Clock distribution:
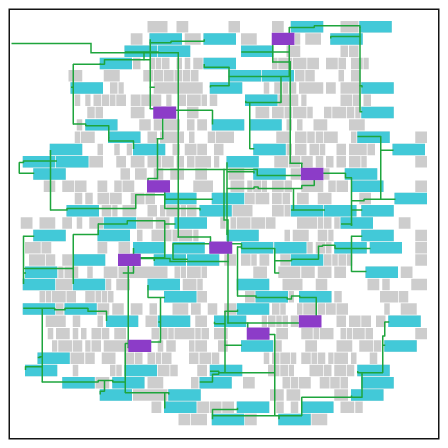
I/O pins on the die edge:
Pins as bars across the die edge, other pins in grey.
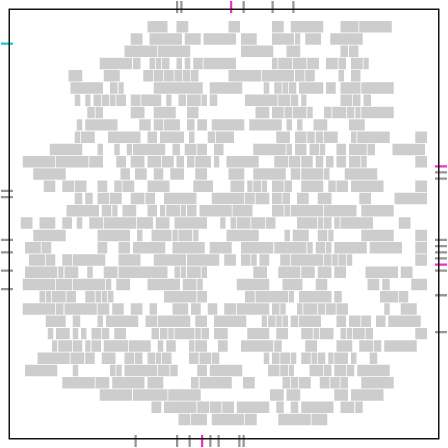
Cell outlines without signal wires:
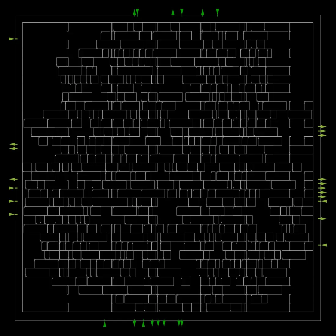
--- src/rtl/btn_filter_pkg.sv ---
// rtl/btn_filter_pkg.sv - shared types and parameter checks for the multi-channel button filter
//
// Contents:
//   hold_state_e  per-channel hold FSM encoding (IDLE, PRESS, HELD)
//   MIN_TICKS     smallest legal long-press / repeat interval
//   ticks_legal   true when a tick count fits its hold counter width

package btn_filter_pkg;

   typedef enum logic [1:0] {
      IDLE  = 2'd0,
      PRESS = 2'd1,
      HELD  = 2'd2
   } hold_state_e;

   localparam int MIN_TICKS = 1;

   // The threshold compare uses (ticks - 1), so the count itself must fit in width bits.
   function automatic bit ticks_legal(input int ticks, input int width);
      return (ticks >= MIN_TICKS) && (ticks < (1 << width));
   endfunction

endpackage

--- src/rtl/btn_filter_ch.sv ---
// rtl/btn_filter_ch.sv - single-channel synchroniser, debouncer, hold FSM and event pulses
//
// Ports:
//   clk, rst     system clock, synchronous active-high reset
//   ce           filter tick, one clk wide
//   rpt_en       auto-repeat enable for this channel
//   btn_in       raw asynchronous input
//   btn_out      filtered level, 1 = pressed
//   rise, fall   1-clk pulses in the cycle btn_out changes
//   long_p       1-clk pulse when the press reaches LONG_TICKS
//   rpt_p        1-clk pulse every RPT_TICKS while held past long-press

module btn_filter_ch
   import btn_filter_pkg::*;
#(
   parameter int   CNTR_WIDTH = 4,
   parameter int   HOLD_WIDTH = 10,
   parameter int   LONG_TICKS = 1000,
   parameter int   RPT_TICKS  = 200,
   parameter logic ACTIVE_LOW = 1'b0
) (
   input  logic clk,
   input  logic rst,
   input  logic ce,
   input  logic rpt_en,
   input  logic btn_in,
   output logic btn_out,
   output logic rise,
   output logic fall,
   output logic long_p,
   output logic rpt_p
);

   localparam logic [HOLD_WIDTH-1:0] LONG_LAST = HOLD_WIDTH'(LONG_TICKS - 1);
   localparam logic [HOLD_WIDTH-1:0] RPT_LAST  = HOLD_WIDTH'(RPT_TICKS - 1);

   logic                  sync_d;
   logic                  sync_s1;
   logic [CNTR_WIDTH-1:0] stab_cnt;
   logic                  accept;
   logic                  release_now;

   hold_state_e           state;
   hold_state_e           state_next;
   logic [HOLD_WIDTH-1:0] hold_cnt;
   logic [HOLD_WIDTH-1:0] hold_cnt_next;
   logic                  long_next;
   logic                  rpt_next;

   // The synchronised level has disagreed for a full counter period and this CE completes it.
   assign accept      = ce && (sync_s1 != btn_out) && (stab_cnt == '1);
   // Release is known one edge early so it can suppress a coincident long/repeat threshold.
   assign release_now = accept && !sync_s1;

   always_ff @(posedge clk) begin
      if (rst) begin
         sync_d   <= 1'b0;
         sync_s1  <= 1'b0;
         stab_cnt <= '0;
         btn_out  <= 1'b0;
         rise     <= 1'b0;
         fall     <= 1'b0;
         long_p   <= 1'b0;
         rpt_p    <= 1'b0;
         state    <= IDLE;
         hold_cnt <= '0;
      end else begin
         sync_d  <= btn_in ^ ACTIVE_LOW;
         sync_s1 <= sync_d;
         rise    <= accept && sync_s1;
         fall    <= release_now;
         long_p  <= long_next;
         rpt_p   <= rpt_next;
         if (sync_s1 == btn_out) begin
            stab_cnt <= '0;
         end else if (ce) begin
            // All-ones wraps to zero on the accepting tick.
            stab_cnt <= stab_cnt + CNTR_WIDTH'(1);
         end
         if (accept) begin
            btn_out <= sync_s1;
         end
         state    <= state_next;
         hold_cnt <= hold_cnt_next;
      end
   end

   // IDLE with btn_out already high behaves like PRESS, so press duration counts every CE
   // after the accepting edge and LONG can never land on the RISE cycle.
   always_comb begin
      state_next    = state;
      hold_cnt_next = hold_cnt;
      long_next     = 1'b0;
      rpt_next      = 1'b0;
      if (!btn_out || release_now) begin
         state_next    = IDLE;
         hold_cnt_next = '0;
      end else begin
         case (state)
            IDLE, PRESS: begin
               state_next = PRESS;
               if (ce) begin
                  if (hold_cnt == LONG_LAST) begin
                     long_next     = 1'b1;
                     hold_cnt_next = '0;
                     state_next    = HELD;
                  end else begin
                     hold_cnt_next = hold_cnt + HOLD_WIDTH'(1);
                  end
               end
            end
            HELD: begin
               if (!rpt_en) begin
                  // Dropping enable restarts a full interval on the next enable.
                  hold_cnt_next = '0;
               end else if (ce) begin
                  if (hold_cnt == RPT_LAST) begin
                     rpt_next      = 1'b1;
                     hold_cnt_next = '0;
                  end else begin
                     hold_cnt_next = hold_cnt + HOLD_WIDTH'(1);
                  end
               end
            end
            default: begin
               state_next    = IDLE;
               hold_cnt_next = '0;
            end
         endcase
      end
   end

endmodule

--- src/rtl/btn_filter_multi.sv ---
// rtl/btn_filter_multi.sv - N_CH-channel button filter with polarity, edge, long-press and repeat pulses
//
// Ports:
//   CLK, RST      system clock, synchronous active-high reset
//   CE            filter tick, one CLK wide
//   RPT_EN        per-channel auto-repeat enable
//   BTN_IN        raw asynchronous inputs
//   BTN_OUT       filtered, polarity-corrected levels
//   BTN_RISE_CEO  accepted-press pulses
//   BTN_FALL_CEO  accepted-release pulses
//   BTN_LONG_CEO  long-press pulses
//   BTN_RPT_CEO   auto-repeat pulses
//   ANY_PRESSED   registered OR of BTN_OUT

module btn_filter_multi
   import btn_filter_pkg::*;
#(
   parameter int              N_CH       = 4,
   parameter int              CNTR_WIDTH = 4,
   parameter int              HOLD_WIDTH = 10,
   parameter int              LONG_TICKS = 1000,
   parameter int              RPT_TICKS  = 200,
   parameter logic [N_CH-1:0] ACTIVE_LOW = '0
) (
   input  logic            CLK,
   input  logic            RST,
   input  logic            CE,
   input  logic [N_CH-1:0] RPT_EN,
   input  logic [N_CH-1:0] BTN_IN,
   output logic [N_CH-1:0] BTN_OUT,
   output logic [N_CH-1:0] BTN_RISE_CEO,
   output logic [N_CH-1:0] BTN_FALL_CEO,
   output logic [N_CH-1:0] BTN_LONG_CEO,
   output logic [N_CH-1:0] BTN_RPT_CEO,
   output logic            ANY_PRESSED
);

   localparam bit PARAMS_OK = ticks_legal(LONG_TICKS, HOLD_WIDTH) &&
                              ticks_legal(RPT_TICKS, HOLD_WIDTH);

   // An illegal tick configuration builds no channels, leaving an obviously dead block.
   if (PARAMS_OK) begin : g_legal
      for (genvar i = 0; i < N_CH; i++) begin : g_ch
         btn_filter_ch #(
            .CNTR_WIDTH (CNTR_WIDTH),
            .HOLD_WIDTH (HOLD_WIDTH),
            .LONG_TICKS (LONG_TICKS),
            .RPT_TICKS  (RPT_TICKS),
            .ACTIVE_LOW (ACTIVE_LOW[i])
         ) u_ch (
            .clk     (CLK),
            .rst     (RST),
            .ce      (CE),
            .rpt_en  (RPT_EN[i]),
            .btn_in  (BTN_IN[i]),
            .btn_out (BTN_OUT[i]),
            .rise    (BTN_RISE_CEO[i]),
            .fall    (BTN_FALL_CEO[i]),
            .long_p  (BTN_LONG_CEO[i]),
            .rpt_p   (BTN_RPT_CEO[i])
         );
      end
   end else begin : g_illegal
      assign BTN_OUT      = '0;
      assign BTN_RISE_CEO = '0;
      assign BTN_FALL_CEO = '0;
      assign BTN_LONG_CEO = '0;
      assign BTN_RPT_CEO  = '0;
   end

   always_ff @(posedge CLK) begin
      if (RST) begin
         ANY_PRESSED <= 1'b0;
      end else begin
         ANY_PRESSED <= |BTN_OUT;
      end
   end

endmodule

--- config.mk ---
export PLATFORM = sky130hd
export DESIGN_NAME = btn_filter_multi
export DESIGN_NICKNAME = d
export VERILOG_FILES = /design/src/rtl/btn_filter_pkg.sv /design/src/rtl/btn_filter_ch.sv /design/src/rtl/btn_filter_multi.sv
export SDC_FILE = /design/constraint.sdc
export NUM_CORES = 1
export LEC_CHECK = 0
export CAP_MARGIN = 20
export CORE_MARGIN = 2
export CORE_UTILIZATION = 51
export CTS_BUF_LIST = sky130_fd_sc_hd__clkbuf_4 sky130_fd_sc_hd__clkbuf_8
export DETAILED_ROUTE_END_ITERATION = 10
export PLACE_DENSITY = 0.71
export SLEW_MARGIN = 20
export SYNTH_ARGS = -nofsm -noshare
export SYNTH_HDL_FRONTEND = slang
export SYNTH_SLANG_ARGS = --single-unit
--- constraint.sdc ---
create_clock -name CLK -period 2.19 [get_ports CLK]
set_input_delay 0.5475 -clock CLK [delete_from_list [all_inputs] [get_ports CLK]]
set_output_delay 0.5475 -clock CLK [all_outputs]
set_load 0.1 [all_outputs]
==> commit_impl_results.txt <==
Log flow metrics for this revision

- After floorplanning, the core was sized to cover 8090 um^2.
* GRT Max-Usage Layer: met2
- STA puts the critical path data arrival time at 2.30 ns.
- Register clock-pin slew on the reported worst setup and hold paths: 0.09 ns
- Total global routing track utilization: 19.5%
- For the worst flop-to-flop path, the logic depth is 6.
- For met3 alone, demand over resource in global routing was 4.39%.
- No sink is reached through more buffers than the 2 on the longest clock path.
- Sw power: 0.645 mW
- The final critical path takes up 90.9% of the cycle.
* Peak fanout along the critical path: 5
- The detail route stage leaves a number of antenna-violating nets equal to 0.
* XOR/XNOR share of the synthesized area: 8.33%
* Wire per inst: 13.3 um
- The finished layout holds 613 standard cells, fillers aside.
* TritonRoute pass-1 iters: 6
- For this block, the via count after detailed routing is 3317.
- Cell taking the most area after synthesis: sky130_fd_sc_hd__dfxtp_1
- Largest net degree at the start of global routing: 16
- The transition time recorded at the tightest slew-check pin is 0.552 ns.
* Estimated wirelength of the detail-placed design: 5.91 mm
* Sum of negative setup slack: 0 ns
- The timing report gives the biggest stage delay along the critical path as 0.51 ns.
- Counting both buffers and inverters, the worst setup path holds a total of 0.
- Number of antenna diodes: 0
- After synthesis, the largest area contributor takes up 44.3% of total cell area.
* Crit Reg-Reg Endpoint: g_legal.g_ch[2].u_ch.state[1]
* Cells after DPL: 598
* # hold bufs at CTS: 0
- Met1 layer usage reported by global route: 25.6%
- The H-tree generated during clock tree synthesis spans 3 levels.
* Average vias per placed instance: 5.41
- The layout stage reports a final design area of 4810 um^2.
- Clock tree root driver cell: sky130_fd_sc_hd__clkbuf_8
- Hold path cells: 1
* Count of flip-flops with a built-in enable after synthesis: 0
- Largest registers: g_legal.g_ch.u_ch.hold_cnt x40, g_legal.g_ch.u_ch.stab_cnt x16, g_legal.g_ch.u_ch.state x8
- Final Max Tran Viols: 0
- Synth Area per Inst: 8.93 um^2
- Pin placement for this block handled 32 I/O pins.
- The register with the most flip-flops in the layout has 40 of them.
- Of the total synthesized cell area, the portion taken by AND-OR and OR-AND cells is 7.94%.
- Post-synth net total: 490
- The mapped netlist covers 4210 um^2.
- Total routed wirelength: 8.14 mm
* Setup bufs post-CTS: 0
- RR Startpoint: g_legal.g_ch[2].u_ch.hold_cnt[0]
- Yosys mapped the design onto 53 distinct sky130hd cell types.
- Placed standard-cell area: 4580 um^2
- CTS resizes: 0
- Internal reg-to-reg setup slack: 0.20 ns
- Number of port buffers: 31
- Static leakage: 1.68 nW
- STA classifies the critical path endpoint as a register.
- Antenna violations before repair: 0
* Largest clock skew in the final design: 0.0107 ns
- # nets final: 523
- Leaving out fill and tap cells, the most frequent cell in the layout is sky130_fd_sc_hd__dfxtp_1.
- Setup repair after global routing left no endpoint under its margin.
* Total Power: 3.11 mW
* Post-place setup slack: -0.119 ns
- Category of the critical setup timing path: register to register
- The flow reports an fmax of 502 MHz.
* Minimum clock period after layout: 1.99 ns
- Summing the areas of all and, or, nand and nor instances in the mapped netlist gives 29.1% of the synthesized area.
- WHS: 0.444 ns
- Destination of the worst hold path: g_legal.g_ch[2].u_ch.sync_s1
- The final timing report counts setup violations totalling 0.
- Worst slew margin: 63.1%
- Warnings, synthesis: 0
- Max-cap violations in this run came to 0.
- Tightest Hold Check Type: register to register
- In this run, flip-flops and latches consume 54.8% of the power.
- Summing the areas of all fa, ha and maj instances in the mapped netlist gives 2.38% of the synthesized area.
- OpenROAD warning count: 26
* Fraction of registers with async set/reset: 0%
- The area recorded from the Yosys report for this design is 4210 um^2.
* Final hold violation count: 0
* Top flip-flop cell by instance count after synthesis: sky130_fd_sc_hd__dfxtp_1
- Sw Ratio: 20.8%
- Remaining routing DRC violations: 0
- Synthesized netlist cell count: 471
- CP Cell Sequence: ha_1 -> nand4_2 -> or4b_1 -> or2_1 -> mux2_2 -> nor2_2
- Grouping stages by cell kind, the critical path spends the most delay in simple AND/OR/NAND/NOR gates.
- Area used by sequential logic in the layout: 1860 um^2
- The share of the Yosys chip area taken by registers is 44.3%.
* Internal portion of total power: 2.46 mW
- The clock drives 93 sinks.
- VDD IR-drop max: 0.431 mV
- Layout overhead on the synthesized area: 14.4%
- Per the log, the first TritonRoute iteration ended with a DRC count of 92.
- Power spread over the standard cell area amounts to 646 nW/um^2.
- Crit path DRT: 2.50 ns
- FP Rows: 33
- The layout summary lists the proportion of cells stronger than drive strength 1 as 15.6%.
- The flow reports that combinational logic draws 3.3% of the design power.
- Most common cell in the netlist: sky130_fd_sc_hd__dfxtp_1
- The final timing report gives a worst setup slack of 0.200 ns.
* Clock tree from TritonCTS: yes
- Outcome: finished, final reports clean
* GR Layer Usage met2: 30.8%
- Total cells reported by yosys after synthesis: 471
- The first global-routing pass estimated 13.9 mm of wire.
* Top cells excl fill/tap: 93 x sky130_fd_sc_hd__dfxtp_1, 57 x sky130_fd_sc_hd__nor2_1, 50 x sky130_fd_sc_hd__buf_4
* Final weighted congestion in routability-driven placement: 0.861
* Crit path max-delay cell type: sky130_fd_sc_hd__or4b_1
* Vias in the first global route: 3103
- Crit path launch type: register
- Biggest register: g_legal.g_ch.u_ch.hold_cnt
- Global route overflow: 0
* Largest non-sequential cell family by area: simple AND/OR/NAND/NOR gates
* Number of clock buffers inserted by TritonCTS: 9
- Per the skew report, the later register of the worst-skew pair sees a clock latency of 0.36 ns.
- Leaving out buffers and inverters, the combinational logic in the layout accounts for 2090 um^2.
* Ys flops: 93
* Leading post-synthesis cells by cell area: sky130_fd_sc_hd__dfxtp_1 44%, sky130_fd_sc_hd__nor2_1 5.1%, sky130_fd_sc_hd__xnor2_1 4.6%, sky130_fd_sc_hd__nor3_1 3.8%, sky130_fd_sc_hd__xor2_1 3.7%
- The share of the core area taken by cells at floorplan is 52.0%.
* Post-synthesis mux area share: 1.99%
* Commonest cells in the netlist: 93 x sky130_fd_sc_hd__dfxtp_1, 57 x sky130_fd_sc_hd__nor2_1, 33 x sky130_fd_sc_hd__nand2_1
- Chip Area: 8990 um^2
* Hold wc startpoint: g_legal.g_ch[2].u_ch.sync_d
-- 'clock distribution' (at the start) --
clock wires -> green  # length 1140 um
clock drivers -> purple  # count 9
flip-flops -> cyan  # count 93
routed clock nets = 10
flops lie = all over the die
clock network fraction of total power: 41.9%
Clock group: 1.30 mW

-- 'I/O pins on the die edge' (at the start) --
`BTN_LONG_CEO` -> magenta  # pins 4, direction output, edge 2 right, 1 bottom, 1 top
`CLK` -> cyan  # pins 1, direction input, edge left
all pins by edge = 11 right, 8 bottom, 7 left, 6 top
Die X: 94.8 um
height of the die: 94.8 um

-- 'cell outlines without signal wires' (at the start) --
layout filler cell count: 730
share of the core filled with cells in the final layout: 59.4%

## final cells by class
cell class                 count  share of cell area, %
clock buffer                  12                   3.30
clock inverter                 3                   1.43
inverter                       6                  0.468
multi-input combinational    334                   43.5
sequential                    93                   38.7
tap                          105                   2.73
timing repair buffer          60                   9.88
## worst max path at each step
stage | start | endpoint | slack (ns) | cells after the start
finish | g_legal.g_ch[2].u_ch.hold_cnt[0] | g_legal.g_ch[2].u_ch.state[1] | 0.20 | 6
global route | g_legal.g_ch[2].u_ch.hold_cnt[0] | g_legal.g_ch[2].u_ch.hold_cnt[7] | 0.06 | 6
CTS | g_legal.g_ch[2].u_ch.hold_cnt[0] | g_legal.g_ch[2].u_ch.state[1] | 0.20 | 6
detailed placement | CE | g_legal.g_ch[0].u_ch.hold_cnt[9] | -0.12 | 7
global placement | CE | g_legal.g_ch[0].u_ch.hold_cnt[9] | -0.1 | 7
floorplan | g_legal.g_ch[2].u_ch.hold_cnt[0] | g_legal.g_ch[2].u_ch.state[1] | 0.37 | 6
## power groups by stage
stage | Clock [mW] | Sequential [mW] | Combinational (mW)
floorplan | 0 | 1.74 | 0.0530
global placement | 0 | 1.74 | 0.0985
detailed placement | 0 | 1.74 | 0.101
CTS | 1.33 | 1.70 | 0.102
global route | 1.40 | 1.71 | 0.111
finish | 1.30 | 1.70 | 0.101
## per-layer routing
layer	wire length [um]	vias to the layer above
li1	-	1693
met1	3850	1527
met2	3770	80
met3	360	17
met4	164	0
met5	0	-
## worst reg2reg max path: cells and delay by family (launching register included)
kind / cells / cell delay (ns)
adder cells (fa/ha/maj): 1 / 0.26
flip-flops: 1 / 0.40
multiplexers: 1 / 0.27
AND/OR/NAND/NOR: 4 / 1.01
Power is estimated from default activity; no workload was simulated.
